$ cat src/rtl/bg_pkg.sv
// Shared definitions for the background line fetcher: geometry defaults,
// bus widths, the FSM state encoding and the constant-multiplier helper.
package bg_pkg;

    localparam int LINE_W_DEF    = 640;
    localparam int NUM_LINES_DEF = 480;
    localparam int ADDR_W        = 19;
    localparam int PIX_W         = 4;
    localparam int X_W           = 10;
    localparam int Y_W           = 9;

    typedef enum logic [1:0] {
        ST_IDLE  = 2'd0,
        ST_FETCH = 2'd1,
        ST_DRAIN = 2'd2
    } bg_state_e;

    // y * lw built only from shifted copies of y, one per set bit of the
    // constant lw (for 640 this is (y << 9) + (y << 7)).
    function automatic logic [ADDR_W-1:0] line_base(input logic [Y_W-1:0] y,
                                                    input int lw);
        logic [ADDR_W-1:0] acc;
        acc = '0;
        for (int i = 0; i < X_W + 1; i++) begin
            if (lw[i]) begin
                acc = acc + (ADDR_W'(y) << i);
            end
        end
        return acc;
    endfunction

endpackage

$ cat src/rtl/bg_skid_buf.sv
// Two-entry output buffer between the ROM return path and the pixel consumer.
// Handshake (both sides): a word moves on a rising edge exactly when valid and
// ready are both high; a producer holding valid keeps its data stable until it
// moves; ready never depends combinationally on valid.
module bg_skid_buf
    import bg_pkg::*;
#(
    parameter int W = X_W + PIX_W
) (
    input  logic         i_clk,
    input  logic         i_rst_n,
    input  logic         i_valid,
    output logic         o_ready,
    input  logic [W-1:0] i_data,
    output logic         o_valid,
    input  logic         i_ready,
    output logic [W-1:0] o_data,
    output logic [1:0]   o_count
);

    logic [W-1:0] r_mem [2];
    logic         r_wr_ptr;
    logic         r_rd_ptr;
    logic [1:0]   r_count;
    logic         w_push;
    logic         w_pop;

    assign o_ready = (r_count != 2'd2);
    assign o_valid = (r_count != 2'd0);
    assign o_data  = r_mem[r_rd_ptr];
    assign o_count = r_count;
    assign w_push  = i_valid && o_ready;
    assign w_pop   = o_valid && i_ready;

    // Storage, pointers and occupancy; cleared so the outputs read zero in reset.
    always_ff @(posedge i_clk or negedge i_rst_n) begin
        if (!i_rst_n) begin
            r_mem[0] <= '0;
            r_mem[1] <= '0;
            r_wr_ptr <= 1'b0;
            r_rd_ptr <= 1'b0;
            r_count  <= 2'd0;
        end else begin
            if (w_push) begin
                r_mem[r_wr_ptr] <= i_data;
                r_wr_ptr        <= ~r_wr_ptr;
            end
            if (w_pop) begin
                r_rd_ptr <= ~r_rd_ptr;
            end
            r_count <= r_count + {1'b0, w_push} - {1'b0, w_pop};
        end
    end

endmodule

$ cat src/rtl/background_fetch.sv
// Background line fetcher: on start, streams one image line out of a
// synchronous background ROM as (pix_x, pix_data) on a valid/ready port.
// Optional horizontal scrolling is compiled in with BG_SCROLL_EN.
// Pipeline: address register -> ROM output register -> 2-entry skid buffer.
// The ROM output register doubles as a third slot: while no new address is
// issued, rom_addr holds and the ROM keeps returning the same word.
module background_fetch
    import bg_pkg::*;
#(
    parameter int LINE_W    = LINE_W_DEF,
    parameter int NUM_LINES = NUM_LINES_DEF
) (
    input  logic              Clk,
    input  logic              Reset_n,
    input  logic              start,
    input  logic [Y_W-1:0]    line_y,
    output logic              busy,
    output logic              done,
    output logic [ADDR_W-1:0] rom_addr,
    input  logic [PIX_W-1:0]  rom_data,
    output logic              pix_valid,
    input  logic              pix_ready,
    output logic [PIX_W-1:0]  pix_data,
    output logic [X_W-1:0]    pix_x,
`ifdef BG_SCROLL_EN
    input  logic [X_W-1:0]    scroll_x,
`endif
    output bg_state_e         o_dbg_state
);

    bg_state_e         r_state;
    bg_state_e         w_state_nxt;
    logic [ADDR_W-1:0] r_base;
    logic [X_W-1:0]    r_issue_x;
    logic [ADDR_W-1:0] r_rom_addr;
    logic              r_av;
    logic [X_W-1:0]    r_av_x;
    logic              r_dv;
    logic [X_W-1:0]    r_dv_x;
    logic              r_done;
    logic [X_W-1:0]    w_src_x;
    logic              w_accept;
    logic              w_issue;
    logic              w_last_issue;
    logic              w_last_pop;
    logic              w_push;
    logic              w_pop;
    logic              w_buf_ready;
    logic [1:0]        w_buf_count;
    logic [1:0]        w_cnt_nxt;
    logic              w_dv_nxt;
    logic              w_credit;

    assign w_accept     = (r_state == ST_IDLE) && start && (int'(line_y) < NUM_LINES);
    assign w_last_issue = (r_issue_x == X_W'(LINE_W - 1));
    assign w_push       = r_dv && w_buf_ready;
    assign w_pop        = pix_valid && pix_ready;
    assign w_last_pop   = (r_state == ST_DRAIN) && w_pop && (pix_x == X_W'(LINE_W - 1));

    // Credit: occupancy after this edge, plus the word that will sit at the ROM
    // output, must leave room so the returning word can always be pushed.
    assign w_cnt_nxt = w_buf_count + {1'b0, w_push} - {1'b0, w_pop};
    assign w_dv_nxt  = r_av || (r_dv && !w_push);
    assign w_credit  = !w_dv_nxt || (w_cnt_nxt != 2'd2);
    assign w_issue   = (r_state == ST_FETCH) && w_credit;

`ifdef BG_SCROLL_EN
    logic [X_W-1:0] r_src_x;
    logic [X_W-1:0] w_scroll_mod;

    // A single subtraction reduces scroll_x into range for LINE_W > 511.
    assign w_scroll_mod = (scroll_x >= X_W'(LINE_W)) ? (scroll_x - X_W'(LINE_W)) : scroll_x;
    assign w_src_x      = r_src_x;

    // Source column walks from the scroll offset and wraps inside the line.
    always_ff @(posedge Clk or negedge Reset_n) begin
        if (!Reset_n) begin
            r_src_x <= '0;
        end else if (w_accept) begin
            r_src_x <= w_scroll_mod;
        end else if (w_issue) begin
            r_src_x <= (r_src_x == X_W'(LINE_W - 1)) ? '0 : (r_src_x + X_W'(1));
        end
    end
`else
    assign w_src_x = r_issue_x;
`endif

    // FSM state register.
    always_ff @(posedge Clk or negedge Reset_n) begin
        if (!Reset_n) begin
            r_state <= ST_IDLE;
        end else begin
            r_state <= w_state_nxt;
        end
    end

    // FSM next state: fetch until the last address issues, then drain.
    always_comb begin
        w_state_nxt = r_state;
        case (r_state)
            ST_IDLE:  if (w_accept)                 w_state_nxt = ST_FETCH;
            ST_FETCH: if (w_issue && w_last_issue)  w_state_nxt = ST_DRAIN;
            ST_DRAIN: if (w_last_pop)               w_state_nxt = ST_IDLE;
            default:                                w_state_nxt = ST_IDLE;
        endcase
    end

    // Address generation and the two in-flight stages that tag ROM words with x.
    always_ff @(posedge Clk or negedge Reset_n) begin
        if (!Reset_n) begin
            r_base     <= '0;
            r_issue_x  <= '0;
            r_rom_addr <= '0;
            r_av       <= 1'b0;
            r_av_x     <= '0;
            r_dv       <= 1'b0;
            r_dv_x     <= '0;
            r_done     <= 1'b0;
        end else begin
            r_done <= w_last_pop;
            if (w_accept) begin
                r_base    <= line_base(line_y, LINE_W);
                r_issue_x <= '0;
            end else if (w_issue) begin
                r_issue_x <= r_issue_x + X_W'(1);
            end
            if (w_issue) begin
                r_rom_addr <= r_base + ADDR_W'(w_src_x);
                r_av_x     <= r_issue_x;
            end
            r_av <= w_issue;
            r_dv <= w_dv_nxt;
            if (r_av) begin
                r_dv_x <= r_av_x;
            end
        end
    end

    bg_skid_buf #(
        .W (X_W + PIX_W)
    ) u_skid (
        .i_clk   (Clk),
        .i_rst_n (Reset_n),
        .i_valid (r_dv),
        .o_ready (w_buf_ready),
        .i_data  ({r_dv_x, rom_data}),
        .o_valid (pix_valid),
        .i_ready (pix_ready),
        .o_data  ({pix_x, pix_data}),
        .o_count (w_buf_count)
    );

    assign busy        = (r_state != ST_IDLE);
    assign done        = r_done;
    assign rom_addr    = r_rom_addr;
    assign o_dbg_state = r_state;

endmodule

$ cat config.mk
export PLATFORM = sky130hd
export DESIGN_NAME = background_fetch
export DESIGN_NICKNAME = d
export VERILOG_FILES = /design/src/rtl/bg_pkg.sv /design/src/rtl/bg_skid_buf.sv /design/src/rtl/background_fetch.sv
export SDC_FILE = /design/constraint.sdc
export NUM_CORES = 1
export LEC_CHECK = 0
export ABC_AREA = 1
export CAP_MARGIN = 0
export CORE_UTILIZATION = 40
export DETAILED_ROUTE_END_ITERATION = 12
export PLACE_DENSITY_LB_ADDON = 0.12
export SLEW_MARGIN = 0
export SYNTH_ARGS = -nofsm -noshare
export SYNTH_HDL_FRONTEND = slang
export SYNTH_HIERARCHICAL = 1
export SYNTH_SLANG_ARGS = --single-unit
$ cat constraint.sdc
create_clock -name Clk -period 1.9 [get_ports Clk]
set_input_delay 0.475 -clock Clk [delete_from_list [all_inputs] [get_ports Clk]]
set_output_delay 0.475 -clock Clk [all_outputs]
set_load 0.03 [all_outputs]
==> flow_summary.ini, run 1 <==
; physical design summary
[routing]
finalWirelength_um = 11540
routedWlPerCell_um = 13.06
highest_layer = met4

[finish]
lay_top_cells = nand2_1 (251), dfrtp_1 (91), buf_4 (58)
n_sequential_cell = 91
syn_to_final_growth_pct = 29.88
nonClockBufferCount = 107
seq_area_sq_um = 2277
fin_nets = 745

[yosys]
avgSynthCellArea_sq_um = 8.019
yosysMostFrequentCell = nand2_1
ff_type = dfrtp_1
syn_inst = 623

[placed_design]
place_congestion = 0.8154

[cts]
cts_buffers = 9
h-tree-depth = 3

[pwr]
combPwrFrac_pct = 53.0
power.leakage_nw = 3.467
p_int_w = 0.006298

[status]
status = complete, no violations

[sta]
holdWs_ns = 0.06297

[grt]
overflow = 0
grt_most_used_layer = met2

[floorplan]
num_rows = 40
die_h_um = 113.8
tap_cells = 168

[critical_path]
r2r-end = rom_addr[2]$_DFFE_PN0P_
==> run 1: worst max-delay path, stage by stage, from the launching register on <==
cell and delay (ns):
dfrtp_1 0.39, inv_2 0.08, nand2_4 0.05, nand2_2 0.05, inv_2 0.04, ha_4 0.25
inv_2 0.04, ha_4 0.27, nor2_4 0.04, nand2_4 0.10, nand2_8 0.08, buf_12 0.14
clkbuf_16 0.15, nand2_1 0.05, nand2_1 0.05
==> run 1: how the worst max path moves through the flow <==
stage | slack [ns] | to | cells past startpoint | from
2_1_floorplan | 0.02 | rom_addr[12]$_DFFE_PN0P_ | 15 | u_skid/o_count[1]$_DFF_PN0_
3_3_place_gp | -0.68 | rom_addr[4]$_DFFE_PN0P_ | 12 | pix_ready
3_5_place_dp | -0.75 | rom_addr[16]$_DFFE_PN0P_ | 12 | pix_ready
4_1_cts | 0.0009 | rom_addr[4] | 1 | rom_addr[4]$_DFFE_PN0P_
5_1_grt | -0.08 | rom_addr[2]$_DFFE_PN0P_ | 14 | u_skid/o_count[1]$_DFF_PN0_
6_report | 0.003 | rom_addr[2]$_DFFE_PN0P_ | 14 | u_skid/o_count[0]$_DFF_PN0_
==> run 1: power groups by stage <==
stage / clock, W / combinational [W] / sequential (W)
after CTS: 0.00212 / 0.00576 / 0.00309
final: 0.00207 / 0.00582 / 0.00310
after detailed placement: 0 / 0.00506 / 0.00312
after global placement: 0 / 0.00497 / 0.00311
after floorplan: 0 / 0.00346 / 0.00322
after global routing: 0.00220 / 0.00643 / 0.00318
==> run 1: cell families after synthesis <==
logic type,after synthesis,share of synthesized area (%)
xor+xnor,12,2.104
mux,10,2.254
simple gates,385,33.31
fa+ha+maj,17,4.558
flops,91,45.58
buf+inv,81,8.540
compound gates,27,3.656
==> run_1/flops_by_reg.png <==
Scale bar: 20 um. Other sequential cells in the stronger grey, the rest of the logic in the fainter grey.
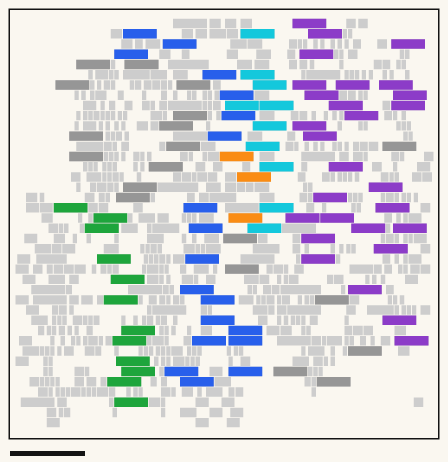
signal	colour	sequential cells
`r_av_x`	orange	3
`r_base`	green	12
`u_skid/r_mem`	purple	28
`r_dv_x`	cyan	10
`rom_addr`	blue	19
not coloured	19

==> run_1/placement.png <==
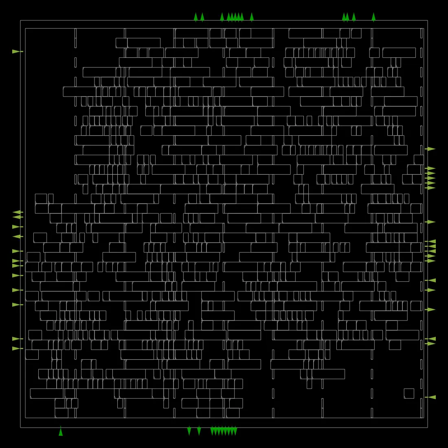
Final Util: 53.57%
Fillers: 1148

==> run_1/cell_density.png <==
Scale bar: 20 um. The die is cut into 11 by 11 equal tiles; white is low, dark blue is high, 0 to 100% covered.
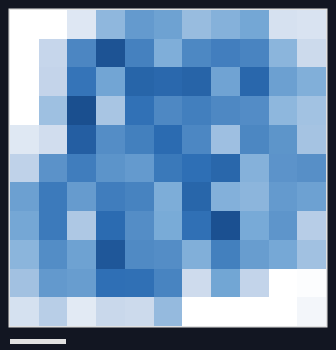
mean over tiles	49%
fullest tile	88%
tiles over 75% full	11%
nearly empty tiles	9.1%

==> run_1/io_fan.png <==
Scale bar: 20 um.
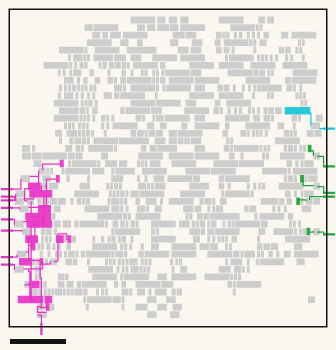

## Run 2: what changed since run 1
--- a/config.mk
+++ b/config.mk
@@ -6,7 +6,7 @@
 export NUM_CORES = 1
 export LEC_CHECK = 0
 export ABC_AREA = 1
-export CAP_MARGIN = 0
+export CAP_MARGIN = 20
 export CORE_UTILIZATION = 40
 export DETAILED_ROUTE_END_ITERATION = 12
 export PLACE_DENSITY_LB_ADDON = 0.12
==> constraint.sdc (replaced) <==
create_clock -name Clk -period 2.1 [get_ports Clk]
set_input_delay 0.525 -clock Clk [delete_from_list [all_inputs] [get_ports Clk]]
set_output_delay 0.525 -clock Clk [all_outputs]
set_load 0.03 [all_outputs]
==> run_2/io_fan.png <==
Scale bar: 20 um.
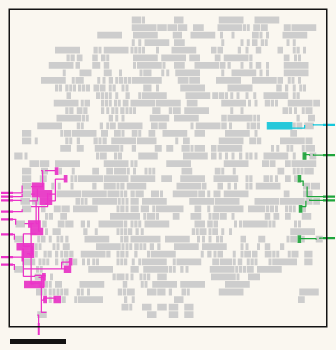
port	colour	direction	edge	end cells	buffers	wire
`line_y`	magenta	input	8 left, 1 bottom	18	12	221 um
`pix_data`	green	output	right	4	4	36.9 um
`done`	cyan	output	right	1	1	9.90 um

==> run 2 against run 1 <==
Compared with the run above:
- clock skew down 0.00087 ns
- sequential cell count unchanged
- count of clock-buffer cells in the layout did not move
- sequential power down 9.4%
- critical endpoint is now o_dbg_state[1]
- worst setup slack improved by 0.085 ns
- critical path type is now reg -> out
- wire length down 2.8%
- sequential share of layout area rose by 1.6 points
- die size unchanged
==> flow_summary.ini, run 2 <==
; physical design summary
[cts]
h-tree-depth = 3
cts_buffers = 9

[critical_path]
cp_num_buf_inv = 1
cp_slowest_cell = clkdlybuf4s50_1
r2r-end = r_issue_x[9]$_DFFE_PN0P_
crit_chain = clkdlybuf4s50_1
crit_cells = 1
cp_slowest_stage_delay_ns = 0.71
cp_top_family = buffers and inverters

[finish]
nonClockBufferCount = 91
lay_top_cells = nand2_1 (265), dfrtp_1 (91), buf_4 (48)
fin_nets = 728
syn_to_final_growth_pct = 24.27

[status]
status = complete, no violations

[yosys]
avgSynthCellArea_sq_um = 8.019
yosysMostFrequentCell = nand2_1
syn_inst = 623

[routing]
finalWirelength_um = 11220

[grt]
overflow = 0

[floorplan]
num_rows = 40
tap_cells = 168
die_h_um = 113.8

[pwr]
power.leakage_nw = 3.242
[run 2: cell count changes in the layout (fill, tap and decap cells not counted), moves of 3 or more]
cell / previous run / this run
clkdlybuf4s50_1: 22 / 36
nand3_2: 6 / 1
inv_6: 3 / 0
nand2_4: 4 / 1
nand2_2: 18 / 7
nand3_1: 33 / 38
buf_6: 5 / 0
ha_4: 5 / 2
dlymetal6s2s_1: 5 / 0
ha_1: 10 / 13
nand2_1: 251 / 265
dlygate4sd2_1: 12 / 3
buf_4: 58 / 48
[run 2: per-layer routing]
| layer | vias up | global-route usage [%] | share of wire, % | routed length, um |
|---|---|---|---|---|
| li1 | 2124 | - | - | - |
| met1 | 1935 | 24.93 | 47 | 5253 |
| met2 | 66 | 32.28 | 49 | 5471 |
| met3 | 11 | 3.560 | 3.0 | 333 |
| met4 | 0 | 6.930 | 1.4 | 157 |
| met5 | - | 0 | 0 | 0 |
[run 2: cell families (layout without fill, tap and decap cells)]
family / Yosys count / after routing / synth area share [%]
simple gates: 385 / 385 / 33.31
flops: 91 / 91 / 45.58
buf+inv: 81 / 155 / 8.540
compound gates: 27 / 27 / 3.656
fa+ha+maj: 17 / 17 / 4.558
xor+xnor: 12 / 12 / 2.104
mux: 10 / 10 / 2.254
[run 2: metrics by stage]
step                setup WS [ns]  cells  hold slack, ns  setup TNS (ns)  total power [W]
floorplan                 0.03003    623          0.2294               0         0.005931
global placement          -0.5828    847          0.4548          -18.01         0.007278
detailed placement        -0.6763    847          0.4591          -18.95         0.007361
CTS                       0.01073    864          0.2520               0         0.009599
global route             0.002849    865          0.2721               0          0.01034
finish                    0.08817    865          0.1979               0         0.009601
[run 2: report_power, final]
part / internal (W) / switching [W]
Clock: 0.00127 / 0.000663
Combinational: 0.00199 / 0.00286
Sequential: 0.00234 / 0.000469
==> run_2/power_grid.png <==
Scale bar: 20 um. Pins as bars on the die edge. Tap cells in grey.
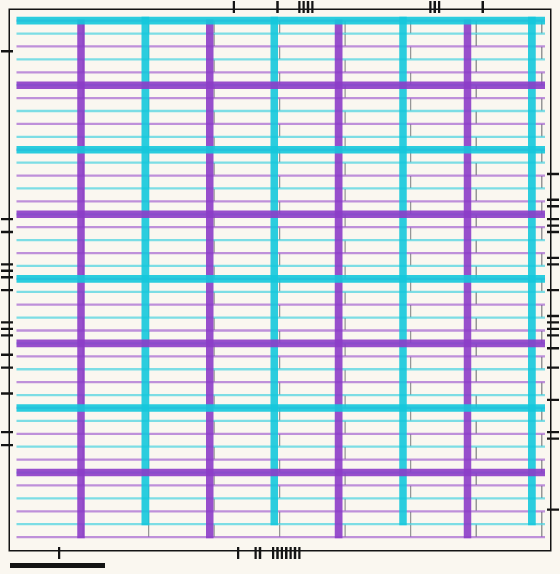

## Run 3: what changed since run 2
--- a/config.mk
+++ b/config.mk
@@ -7,11 +7,11 @@
 export LEC_CHECK = 0
 export ABC_AREA = 1
 export CAP_MARGIN = 20
+export CORE_MARGIN = 1
 export CORE_UTILIZATION = 40
 export DETAILED_ROUTE_END_ITERATION = 12
 export PLACE_DENSITY_LB_ADDON = 0.12
 export SLEW_MARGIN = 0
 export SYNTH_ARGS = -nofsm -noshare
 export SYNTH_HDL_FRONTEND = slang
-export SYNTH_HIERARCHICAL = 1
 export SYNTH_SLANG_ARGS = --single-unit
==> run_3/power_grid.png <==
Scale bar: 20 um. Pins as bars on the die edge. Tap cells in grey.
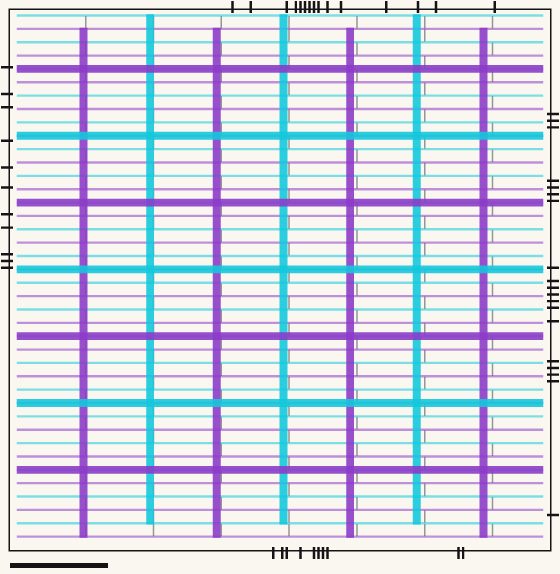
net	colour
VDD	cyan
VSS	purple
met4 straps	7
met1 rails	40
signal pins	55

==> run 3 against run 2 <==
Compared with the run above:
- critical endpoint is now r_av_x[9]$_DFFE_PN0P_
- first-iteration DRC count rose by 11%
- wire length fell by 9.3%
- register-to-register slack got worse by 0.17 ns
- highest routed layer unchanged
- combinational power rose by 5.3%
- sequential share of layout area rose by 1.5 points
- critical path type is now reg -> reg
- the run now ends with setup timing left
==> flow_summary.ini, run 3 <==
; physical design summary
[cts]
h-tree-depth = 3
cts_buffers = 9
clock_path_buffers = 2

[yosys]
synth.logic.top_family = simple AND/OR/NAND/NOR gates
ys_types = 32
synth_adder_area_share_pct = 4.351
yosysMostFrequentCell = nand2_1
ff_type = dfrtp_1
ys_sh_xor_pct = 2.256
syn_inst = 587
mux_share_pct = 0
synth-simple-area-share_pct = 26.73

[critical_path]
cp_slowest_stage_delay_ns = 0.41
cp_top_family = adder cells
crit_top_cell = nand2_2
crit_chain = o21a_1, ha_1, inv_1, ha_2, inv_2, nand2_2, nand2_2, nand2_2, nand2_4, o21bai_4, buf_4, clkbuf_16, nand2_1, o21ai_0
cp_num_buf_inv = 4
critPathKind = reg -> reg

[finish]
syn_to_final_growth_pct = 27.91
fillers = 1095
stdcell_count = 813
fin_nets = 697

[status]
status = finished with violations
violations = setup timing

[placed_design]
dp_slack_ns = -0.5294
dp_cells = 786
place_congestion = 0.7959

[floorplan]
die_h_um = 109.9
num_rows = 39

[pwr]
power.leakage_nw = 2.977

[grt]
grt_pass1_wl_um = 17110
overflow = 0

[sta]
setup_viol = 21
setup_slack_ns = -0.05570
clock_skew_ns = 0.008220
tns_ns = -0.4873

[routing]
routedWlPerCell_um = 12.51
run 3: final timing paths:
path	depth (start not counted)	end	slack (ns)	startpoint
hold reg to reg	2	u_skid.r_mem[21]$_DFFE_PN0P_	0.48	u_skid.r_mem[21]$_DFFE_PN0P_
hold / removal	1	u_skid.r_mem[26]$_DFFE_PN0P_	0.13	Reset_n
setup / recovery	14	r_av_x[9]$_DFFE_PN0P_	-0.06	u_skid.o_count[1]$_DFF_PN0_
setup reg to reg	14	r_av_x[9]$_DFFE_PN0P_	-0.06	u_skid.o_count[1]$_DFF_PN0_
min in group Clk	2	u_skid.r_mem[21]$_DFFE_PN0P_	0.48	u_skid.r_mem[21]$_DFFE_PN0P_
max in group asynchronous	2	rom_addr[7]$_DFFE_PN0P_	1.41	Reset_n
run 3: layout make-up:
type | count | share of cell area (%)
multi-input cells | 404 | 34.61
well taps | 143 | 3.003
inverters | 66 | 4.158
repair buffers | 93 | 15.06
clock inverters | 6 | 1.113
flip-flops and latches | 91 | 38.22
clock buffers | 10 | 3.843
run 3: report_power, final:
group / internal (W) / switching [W]
combinational: 0.00216 / 0.00296
clock: 0.000922 / 0.000661
sequential: 0.00247 / 0.000499
total: 0.00556 / 0.00412
run 3: routing by layer:
layer | track usage, % | wire [um] | up-vias
met2 | 32.23 | 5114 | 64
met4 | 6.000 | 133 | 0
met5 | 0 | 0 | -
li1 | - | - | 2001
met3 | 3.379 | 301 | 13
met1 | 22.77 | 4617 | 1793
run 3: stage by stage:
step                      power, W  util, %  hold slack, ns
after floorplan           0.005882        -          0.2294
after global placement    0.007111    47.64          0.4638
after detailed placement  0.007193    47.64          0.4725
after CTS                 0.009311    51.18          0.1487
after global routing       0.01045    52.40          0.1609
final                     0.009676    52.40          0.1340
Power figures rest on the tool's default switching activity, not on a simulated workload.
